### config.mk
export PLATFORM = sky130hd
export DESIGN_NAME = mini_core_fetch_flat
export DESIGN_NICKNAME = d
export VERILOG_FILES = /design/src/rtl/mini_core_fetch_pkg.sv /design/src/rtl/mini_core_fetch_if.sv /design/src/rtl/mini_core_fetch_iq.sv /design/src/rtl/mini_core_fetch.sv /design/src/flat_wrapper.sv
export SDC_FILE = /design/constraint.sdc
export NUM_CORES = 1
export LEC_CHECK = 0
export CAP_MARGIN = 15
export CELL_PAD_IN_SITES_DETAIL_PLACEMENT = 1
export CELL_PAD_IN_SITES_GLOBAL_PLACEMENT = 2
export CORE_UTILIZATION = 40
export DETAILED_ROUTE_END_ITERATION = 10
export PLACE_DENSITY_LB_ADDON = 0.12
export REMOVE_ABC_BUFFERS = 1
export SYNTH_ARGS = -nofsm -noshare
export SYNTH_HDL_FRONTEND = slang
export SYNTH_SLANG_ARGS = --single-unit
### constraint.sdc
create_clock -name Clock -period 11.9 [get_ports Clock]
set_input_delay 1.785 -clock Clock [delete_from_list [all_inputs] [get_ports Clock]]
set_output_delay 1.785 -clock Clock [all_outputs]
set_load 0.005 [all_outputs]
### src/rtl/mini_core_fetch_pkg.sv
// Shared types and constants for the mini core fetch stage: queue entry
// layout, default queue depth, the canonical NOP and a word-align helper.
package mini_core_fetch_pkg;

   localparam logic [31:0] NOP            = 32'h0000_0013;
   localparam int          FETCH_IQ_DEPTH = 2;

   typedef struct packed {
      logic [31:0] Pc;
      logic [31:0] Instruction;
   } t_fetch_entry;

   function automatic logic [31:0] word_align(input logic [31:0] addr);
      return addr & 32'hFFFF_FFFC;
   endfunction

endpackage

### src/rtl/mini_core_fetch_if.sv
// Instruction-memory request/response bundle between fetch (master) and IMem (slave).
interface mini_core_fetch_if;

   logic        IMemReqValid;
   logic        IMemReqReady;
   logic [31:0] IMemAddr;
   logic        IMemRspValid;
   logic [31:0] IMemRspData;

   modport master (
      output IMemReqValid, IMemAddr,
      input  IMemReqReady, IMemRspValid, IMemRspData
   );

   modport slave (
      input  IMemReqValid, IMemAddr,
      output IMemReqReady, IMemRspValid, IMemRspData
   );

endinterface

### src/rtl/mini_core_fetch_iq.sv
// Synchronous FIFO of fetch entries with flush; used as the instruction queue
// and as the issued-PC shadow queue. DEPTH must be a power of two, >= 2.
module mini_core_fetch_iq
   import mini_core_fetch_pkg::*;
#(
   parameter  int DEPTH = FETCH_IQ_DEPTH,
   localparam int PW    = $clog2(DEPTH),
   localparam int CW    = PW + 1
) (
   input  logic          Clock,
   input  logic          RstN,
   input  logic          push_i,
   input  t_fetch_entry  push_data_i,
   input  logic          pop_i,
   input  logic          flush_i,
   output t_fetch_entry  head_o,
   output logic [CW-1:0] count_o,
   output logic          full_o,
   output logic          empty_o
);

   t_fetch_entry  mem_q [DEPTH];
   logic [PW-1:0] rd_ptr_q, rd_ptr_d;
   logic [PW-1:0] wr_ptr_q, wr_ptr_d;
   logic [CW-1:0] count_q, count_d;
   logic          do_push, do_pop;

   assign empty_o = (count_q == '0);
   assign full_o  = (count_q == CW'(DEPTH));
   assign count_o = count_q;
   assign head_o  = mem_q[rd_ptr_q];

   // A push into a full queue is legal when the head leaves in the same cycle.
   assign do_pop  = pop_i && !empty_o;
   assign do_push = push_i && (!full_o || do_pop);

   always_comb begin
      rd_ptr_d = rd_ptr_q;
      wr_ptr_d = wr_ptr_q;
      count_d  = count_q;
      if (flush_i) begin
         rd_ptr_d = '0;
         wr_ptr_d = '0;
         count_d  = '0;
      end else begin
         if (do_push) wr_ptr_d = wr_ptr_q + 1'b1;
         if (do_pop)  rd_ptr_d = rd_ptr_q + 1'b1;
         case ({do_push, do_pop})
            2'b10:   count_d = count_q + 1'b1;
            2'b01:   count_d = count_q - 1'b1;
            default: count_d = count_q;
         endcase
      end
   end

   always_ff @(posedge Clock or negedge RstN) begin
      if (!RstN) begin
         rd_ptr_q <= '0;
         wr_ptr_q <= '0;
         count_q  <= '0;
      end else begin
         rd_ptr_q <= rd_ptr_d;
         wr_ptr_q <= wr_ptr_d;
         count_q  <= count_d;
      end
   end

   always_ff @(posedge Clock) begin
      if (do_push && !flush_i) mem_q[wr_ptr_q] <= push_data_i;
   end

endmodule

### src/rtl/mini_core_fetch.sv
// Q100H instruction fetch: owns the PC, issues credit-limited IMem requests,
// queues responses for decode and drops wrong-path data after a redirect.
// Optional macro MINI_CORE_FETCH_MISALIGN_CHK_EN adds a sticky misaligned-redirect flag.
module mini_core_fetch
   import mini_core_fetch_pkg::*;
#(
   parameter logic [31:0] RESET_PC = 32'h0000_0000,
   parameter int          IQ_DEPTH = FETCH_IQ_DEPTH
) (
   input  logic                     Clock,
   input  logic                     RstN,
   input  logic                     ReadyQ101H,
   input  logic                     SelNextPcAluOutQ102H,
   input  logic [31:0]              AluOutQ102H,
   mini_core_fetch_if.master        imem,
   output logic [31:0]              PreInstructionQ101H,
   output logic [31:0]              PcQ101H,
   output logic                     FetchValidQ101H
`ifdef MINI_CORE_FETCH_MISALIGN_CHK_EN
   ,
   output logic                     FetchMisalignErr,
   output logic [31:0]              FetchMisalignAddr
`endif
);

   localparam int CW = $clog2(IQ_DEPTH) + 1;

   logic [31:0]   pc_q, pc_d;
   logic [CW-1:0] drop_cnt_q, drop_cnt_d;
   logic [31:0]   pc_hold_q;

   t_fetch_entry  q_head, q_push_data;
   logic [CW-1:0] q_count;
   logic          q_full, q_empty;
   t_fetch_entry  sh_head, sh_push_data;
   logic [CW-1:0] sh_count;
   logic          sh_full, sh_empty;

   logic          redirect, rsp_accept, rsp_keep, pop, req_valid, req_fire;
   logic [CW:0]   credit_used;

   assign redirect   = SelNextPcAluOutQ102H;
   assign rsp_accept = imem.IMemRspValid && !sh_empty;
   assign rsp_keep   = rsp_accept && !redirect && (drop_cnt_q == '0);
   assign pop        = ReadyQ101H && !q_empty;

   // A slot vacated by this cycle's pop already counts as credit, so a
   // single-cycle IMem sustains one instruction per cycle.
   assign credit_used = {1'b0, q_count} + {1'b0, sh_count} - {{CW{1'b0}}, pop};
   assign req_valid   = RstN && !redirect && (credit_used < (CW+1)'(IQ_DEPTH));
   assign req_fire    = req_valid && imem.IMemReqReady;

   assign imem.IMemReqValid = req_valid;
   assign imem.IMemAddr     = pc_q;

   assign q_push_data.Pc           = sh_head.Pc;
   assign q_push_data.Instruction  = imem.IMemRspData;
   assign sh_push_data.Pc          = pc_q;
   assign sh_push_data.Instruction = '0;

   mini_core_fetch_iq #(.DEPTH(IQ_DEPTH)) u_iq (
      .Clock       (Clock),
      .RstN        (RstN),
      .push_i      (rsp_keep),
      .push_data_i (q_push_data),
      .pop_i       (pop),
      .flush_i     (redirect),
      .head_o      (q_head),
      .count_o     (q_count),
      .full_o      (q_full),
      .empty_o     (q_empty)
   );

   // Shadow of issued PCs; its occupancy is the outstanding-request count.
   mini_core_fetch_iq #(.DEPTH(IQ_DEPTH)) u_pc_shadow (
      .Clock       (Clock),
      .RstN        (RstN),
      .push_i      (req_fire),
      .push_data_i (sh_push_data),
      .pop_i       (rsp_accept),
      .flush_i     (1'b0),
      .head_o      (sh_head),
      .count_o     (sh_count),
      .full_o      (sh_full),
      .empty_o     (sh_empty)
   );

   always_comb begin
      pc_d       = pc_q;
      drop_cnt_d = drop_cnt_q;
      if (redirect) begin
         pc_d       = word_align(AluOutQ102H);
         drop_cnt_d = sh_count - CW'(rsp_accept);
      end else begin
         if (req_fire) pc_d = pc_q + 32'd4;
         if (rsp_accept && (drop_cnt_q != '0)) drop_cnt_d = drop_cnt_q - 1'b1;
      end
   end

   always_ff @(posedge Clock or negedge RstN) begin
      if (!RstN) begin
         pc_q       <= RESET_PC;
         drop_cnt_q <= '0;
         pc_hold_q  <= RESET_PC;
      end else begin
         pc_q       <= pc_d;
         drop_cnt_q <= drop_cnt_d;
         pc_hold_q  <= PcQ101H;
      end
   end

   assign FetchValidQ101H     = !q_empty;
   assign PreInstructionQ101H = q_empty ? NOP : q_head.Instruction;
   assign PcQ101H             = q_empty ? pc_hold_q : q_head.Pc;

`ifdef MINI_CORE_FETCH_MISALIGN_CHK_EN
   logic        mis_err_q;
   logic [31:0] mis_addr_q;

   always_ff @(posedge Clock or negedge RstN) begin
      if (!RstN) begin
         mis_err_q  <= 1'b0;
         mis_addr_q <= '0;
      end else if (redirect && (AluOutQ102H[1:0] != 2'b00)) begin
         mis_err_q  <= 1'b1;
         mis_addr_q <= AluOutQ102H;
      end
   end

   assign FetchMisalignErr  = mis_err_q;
   assign FetchMisalignAddr = mis_addr_q;
`endif

   logic unused_sig;
   assign unused_sig = ^{sh_head.Instruction, q_full, sh_full};

endmodule
### src/flat_wrapper.sv
// flat-port wrapper written by rule: the top's interface ports become plain ports
module mini_core_fetch_flat import mini_core_fetch_pkg::*;
#(
   parameter logic [31:0] RESET_PC = 32'h0000_0000,
   parameter int          IQ_DEPTH = FETCH_IQ_DEPTH
)
  (Clock, RstN, ReadyQ101H, SelNextPcAluOutQ102H, AluOutQ102H, PreInstructionQ101H, PcQ101H, FetchValidQ101H, imem_IMemReqValid, imem_IMemAddr, imem_IMemReqReady, imem_IMemRspValid, imem_IMemRspData);
  mini_core_fetch_if imem_i ();
  input  logic Clock;
  input  logic RstN;
  input  logic ReadyQ101H;
  input  logic SelNextPcAluOutQ102H;
  input  logic [31:0] AluOutQ102H;
  output logic [31:0] PreInstructionQ101H;
  output logic [31:0] PcQ101H;
  output logic FetchValidQ101H;
  output wire logic [$bits(imem_i.IMemReqValid)-1:0] imem_IMemReqValid;
  output wire logic [$bits(imem_i.IMemAddr)-1:0] imem_IMemAddr;
  input wire logic [$bits(imem_i.IMemReqReady)-1:0] imem_IMemReqReady;
  input wire logic [$bits(imem_i.IMemRspValid)-1:0] imem_IMemRspValid;
  input wire logic [$bits(imem_i.IMemRspData)-1:0] imem_IMemRspData;
  assign imem_IMemReqValid = imem_i.IMemReqValid;
  assign imem_IMemAddr = imem_i.IMemAddr;
  assign imem_i.IMemReqReady = imem_IMemReqReady;
  assign imem_i.IMemRspValid = imem_IMemRspValid;
  assign imem_i.IMemRspData = imem_IMemRspData;
  mini_core_fetch #(.RESET_PC(RESET_PC), .IQ_DEPTH(IQ_DEPTH)) u_core (.Clock(Clock), .RstN(RstN), .ReadyQ101H(ReadyQ101H), .SelNextPcAluOutQ102H(SelNextPcAluOutQ102H), .AluOutQ102H(AluOutQ102H), .imem(imem_i), .PreInstructionQ101H(PreInstructionQ101H), .PcQ101H(PcQ101H), .FetchValidQ101H(FetchValidQ101H));
endmodule
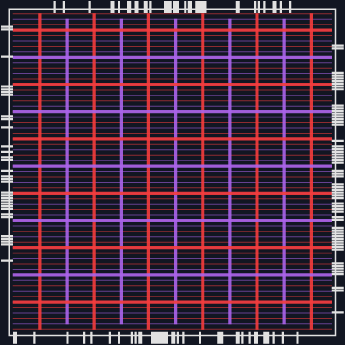
Figure 1: supply network.
Drawn at 2 px/um. Pins as bars on the die edge.
red -> VSS
purple -> VDD
signal pins = 168
met1 rails = 59
met5 straps = 11
met4 straps = 11
rows = 58

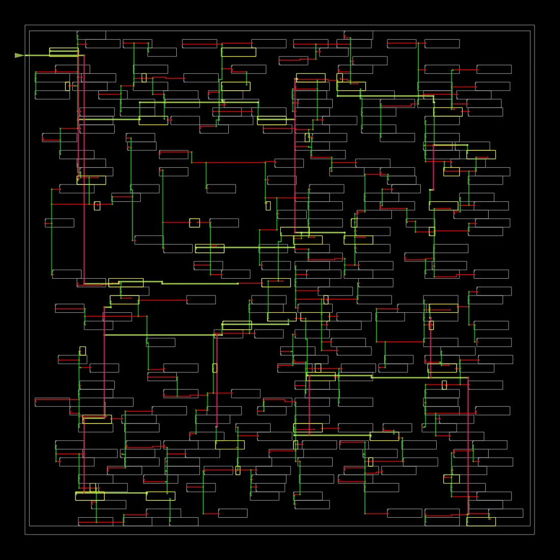
Figure 2: clock wiring as the flow saved it.
Worst-Skew Late Latency: 0.52 ns
CLK BUF: 37
clk sink count: 256

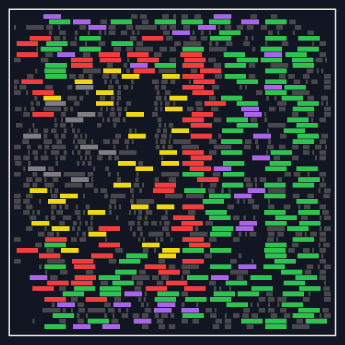
Figure 3: sequential cells grouped by signal name.
Drawn at 2 px/um. Other sequential cells in the stronger grey, the rest of the logic in the fainter grey.
purple -> u_core.pc_hold_q  # placed flops 32
yellow -> u_core.imem.IMemAddr  # placed flops 30
green -> u_core.u_iq.mem_q  # placed flops 124, where all over the die
red -> u_core.u_pc_shadow.mem_q  # placed flops 60
not coloured = 10

==> flow_summary.json <==
{
  "routed_via_density": 5.153,
  "outcome": "complete, no violations",
  "vias": 6333,
  "cts.clk_slew.worst_paths_ns": 0.05,
  "fill_cells": 2476,
  "top_layer": "met4",
  "wl_met1_mm": 10.24,
  "dp_hpwl_mm": 14.87,
  "seq_share": 0.5571,
  "ant_nets": 0,
  "drtIter0Drc": 198,
  "reg_top3": "u_core.u_iq.mem_q (124), u_core.u_pc_shadow.mem_q (60), u_core.pc_hold_q (32)",
  "grt_max_degree": 94,
  "firstDrtPassIters": 4,
  "antenna_found_initial": 0,
  "cts_root_buffer": "clkbuf_16",
  "comb_cells": 410,
  "top_logic_kind": "multiplexers",
  "setup_tns_ns": 0,
  "syn_inst": 710,
  "regMostFlops": "u_core.u_iq.mem_q",
  "yosys-top-cells-area": "edfxtp_1 54%, dfrtp_1 18%, mux2i_1 6.5%, mux2_2 3.3%, o21ai_0 2.4%",
  "crit_fanout": 6,
  "mux_share": 0.09804,
  "hp-class": "reg2reg",
  "buf_share": 0.1274,
  "top_usage_layer": "met2",
  "relSlewSlack": 0.2065,
  "worstMarginPinSlew_ns": 1.190,
  "synth_area_leader_cell": "edfxtp_1",
  "synth-edff-count": 184,
  "largest_reg_flops": 124,
  "diodes": 0,
  "warnings": 27,
  "avgSynthCellArea_um2": 14.49,
  "core_area_mm2": 0.02518,
  "ys_sh_adder": 0.008028,
  "rsz0062_at_grt": "false",
  "p_comb_frac": 0.193,
  "die_w_um": 162.4,
  "combGateArea_mm2": 0.002799
}
[power groups by stage]
| stage | Sequential (mW) | Clock [mW] | Combinational, mW |
|---|---|---|---|
| floorplan | 1.17 | 0 | 0.211 |
| detailed placement | 1.17 | 0 | 0.480 |
| CTS | 1.16 | 0.858 | 0.483 |
| finish | 1.16 | 0.830 | 0.474 |
| global route | 1.17 | 0.888 | 0.521 |
| global placement | 1.17 | 0 | 0.463 |
[cell usage in the layout (no fill, tap or decap), drive strengths merged, types with 11 or more instances in the layout]
cell type	Yosys	routed
mux2i	67	67
clkdlybuf4s50	0	161
o21ai	50	50
inv	11	12
a21oi	11	11
nor2	58	58
nand3	12	12
mux2	30	30
dfrtp	72	72
edfxtp	184	184
clkbuf	18	37
clkinv	0	12
nand2	63	63
[through the flow]
stage | total power, mW | hold slack [ns] | setup WS, ns | instances | cell area [um^2]
6_report | 2.459 | 0.4720 | 5.704 | 1229 | 13160
4_1_cts | 2.498 | 0.4765 | 5.675 | 1229 | 13160
3_3_place_gp | 1.629 | 0.4630 | 5.712 | 1177 | 12260
5_1_grt | 2.578 | 0.4973 | 5.521 | 1229 | 13160
3_5_place_dp | 1.655 | 0.4690 | 5.701 | 1177 | 12260
2_1_floorplan | 1.377 | 0.4555 | 4.879 | 677 | 10140
[final timing paths]
path                                              from                              to  depth (start not counted)
hold / removal             u_core.u_pc_shadow.rd_ptr_q     u_core.u_pc_shadow.rd_ptr_q                          1
setup reg to reg                u_core.u_iq.count_o[1]  u_core.u_pc_shadow.mem_q[0][9]                          9
max in group asynchronous                         RstN            u_core.pc_hold_q[29]                          2
setup / recovery                            ReadyQ101H               imem_IMemReqValid                          8
min in group asynchronous                         RstN            u_core.pc_hold_q[21]                          1
hold reg to reg            u_core.u_pc_shadow.rd_ptr_q     u_core.u_pc_shadow.rd_ptr_q                          1
Power is estimated from default activity; no workload was simulated.
